==> config.mk <==
export PLATFORM = sky130hd
export DESIGN_NAME = alu_share_arbiter
export DESIGN_NICKNAME = d
export VERILOG_FILES = /design/src/rtl/alu_share_arbiter.sv
export SDC_FILE = /design/constraint.sdc
export NUM_CORES = 1
export LEC_CHECK = 0
export CORE_ASPECT_RATIO = 0.75
export CORE_MARGIN = 5
export CORE_UTILIZATION = 25
export DETAILED_ROUTE_END_ITERATION = 7
export HOLD_SLACK_MARGIN = 0.1
export SLEW_MARGIN = 20
export SYNTH_ARGS = -nofsm -noshare
export SYNTH_HDL_FRONTEND = slang
export SYNTH_SLANG_ARGS = --single-unit
export TNS_END_PERCENT = 50
==> constraint.sdc <==
create_clock -name clk -period 1.6 [get_ports clk]
set_input_delay 0.16 -clock clk [delete_from_list [all_inputs] [get_ports clk]]
set_output_delay 0.16 -clock clk [all_outputs]
set_load 0.02 [all_outputs]
==> images/layer_met1.png <==
The bar under the picture is 50 um long. Supply wires on this layer in gray.
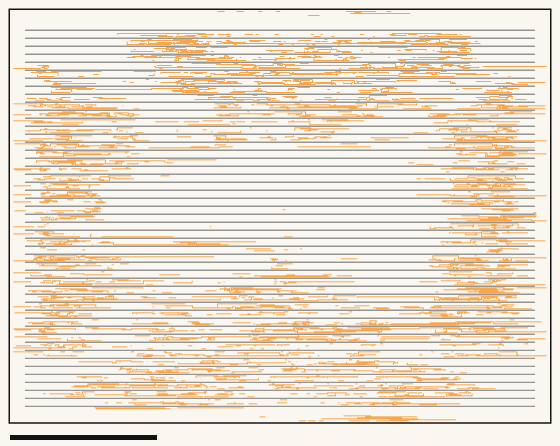
wire length on this layer	9690 um
longest straight run	69.0 um
nets with wire on the layer	929
via count: 5599
met1 usage: 0.215

==> images/layer_met2.png <==
The bar under the picture is 50 um long.
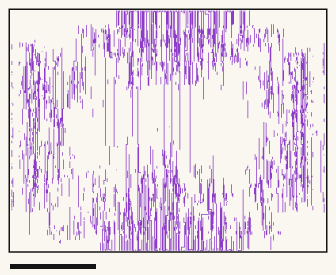
main direction	vertical
nets with wire on the layer	873
longest straight run	93.3 um
share of all routed wire	46%
wire length on this layer	10000 um
final WL: 21.7 mm
met2 usage: 0.255

==> images/layer_met3.png <==
Cells faint in the background.
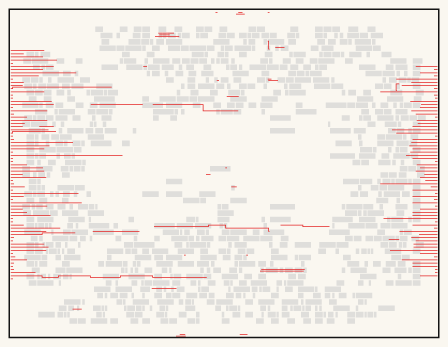
nets with wire on the layer	159
wire length on this layer	1680 um
share of all routed wire	7.7%
longest straight run	47.6 um
Global Route met3 Usage: 0.0627

==> flow_metrics.env <==
# source this file to load flow results
export IMPL_rsz0062_at_grt="false"
export IMPL_reg2reg_depth=5
export IMPL_switching_share=0.298
export IMPL_syn_area_um2=5650
export IMPL_fin_crit_sh=0.966
export IMPL_final_layout_top_logic_cell="clkdlybuf4s50_1"
export IMPL_edf_count=0
export IMPL_startpoint_type="flip-flop"
export IMPL_crit_slowest_cell="clkdlybuf4s50_1"
export IMPL_met1_length_mm=9.69
export IMPL_grt_start_max_net_pins=114
export IMPL_max_cap_violations=0
export IMPL_yosysUniqueCellTypes=27
export IMPL_fin_setup_tns_ns=0
export IMPL_power_density_nw_per_um2=1040
export IMPL_crit_chain="clkdlybuf4s50_1"
export IMPL_fin_worst_skew_ns=0.00836
export IMPL_warnings=28
export IMPL_area_leaders="dfxtp_1, nor4b_2, nor3_2, nor3_1, a21oi_1"
export IMPL_routabilityCongestion=0.759
export IMPL_antenna_found_initial=1
export IMPL_status="finished, final reports clean"
export IMPL_finish_utilization=0.434
export IMPL_p_int_w=0.00701
export IMPL_dp_cells=1150
export IMPL_grt_pass1_vias=5757
export IMPL_ff2ff_setup_slack_ns=0.07
export IMPL_htree_num_levels=4
export IMPL_p_sw_w=0.00298
export IMPL_synthesis_nets=788
export IMPL_post_cts_setup_buffer_count=0
export IMPL_grt_usage=0.164
export IMPL_p_clk_frac=0.378
export IMPL_worstPathRequired_ns=1.44
export IMPL_port_buffers=298
export IMPL_slowest_delay_ns=0.64
export IMPL_power_top_group="clock"
export IMPL_ys_flops=113
export IMPL_cts_hold_buf=0
export IMPL_synth_async_reset_ratio=0
export IMPL_most_common_layout_cells="clkdlybuf4s50_1, dfxtp_1, nor3_1, a21oi_1, nand2_1"
export IMPL_grt_most_used_layer="met2"
export IMPL_drtPass1Iterations=4
export IMPL_clock_latency_ns=0.41
export IMPL_clk_path_buf_depth=2
export IMPL_postSynthCellCount=602
export IMPL_yosysTopAreaCell="dfxtp_1"
export IMPL_antenna_left=0
export IMPL_cts_tree="yes"
export IMPL_cp_depth=1
export IMPL_n_fill_cell=2193
export IMPL_ys_top_cells_by_count="dfxtp_1, nor3_1, a21oi_1, nand2_1, nor4b_2"
export IMPL_viasPerCell=4.74
export IMPL_hpwl_mm=15.0
export IMPL_cts_root_buffer="clkbuf_16"
export IMPL_syn_avg_cell_area_um2=9.38
export IMPL_layout_nets=1061
export IMPL_cp_end_kind="output port"
kinds of logic (layout without fill, tap and decap cells):
| group | after synthesis | in the layout | share of synthesized area |
|---|---|---|---|
| simple gates | 304 | 304 | 0.414 |
| compound gates | 115 | 115 | 0.119 |
| buf+inv | 70 | 355 | 0.0663 |
| flops | 113 | 113 | 0.401 |
| other cells | 0 | 1 | 0 |
tightest hold or removal path, stage by stage:
cell and delay (ns):
buf_2 0.13, buf_12 0.24, nand2_1 0.09
layout make-up:
| class | instances | area share |
|---|---|---|
| well taps | 294 | 0.0382 |
| diodes | 1 | 0.000260 |
| repair buffers | 322 | 0.349 |
| clock inverters | 10 | 0.0143 |
| flip-flops and latches | 113 | 0.235 |
| multi-input cells | 419 | 0.317 |
| inverters | 2 | 0.000780 |
| clock buffers | 21 | 0.0458 |
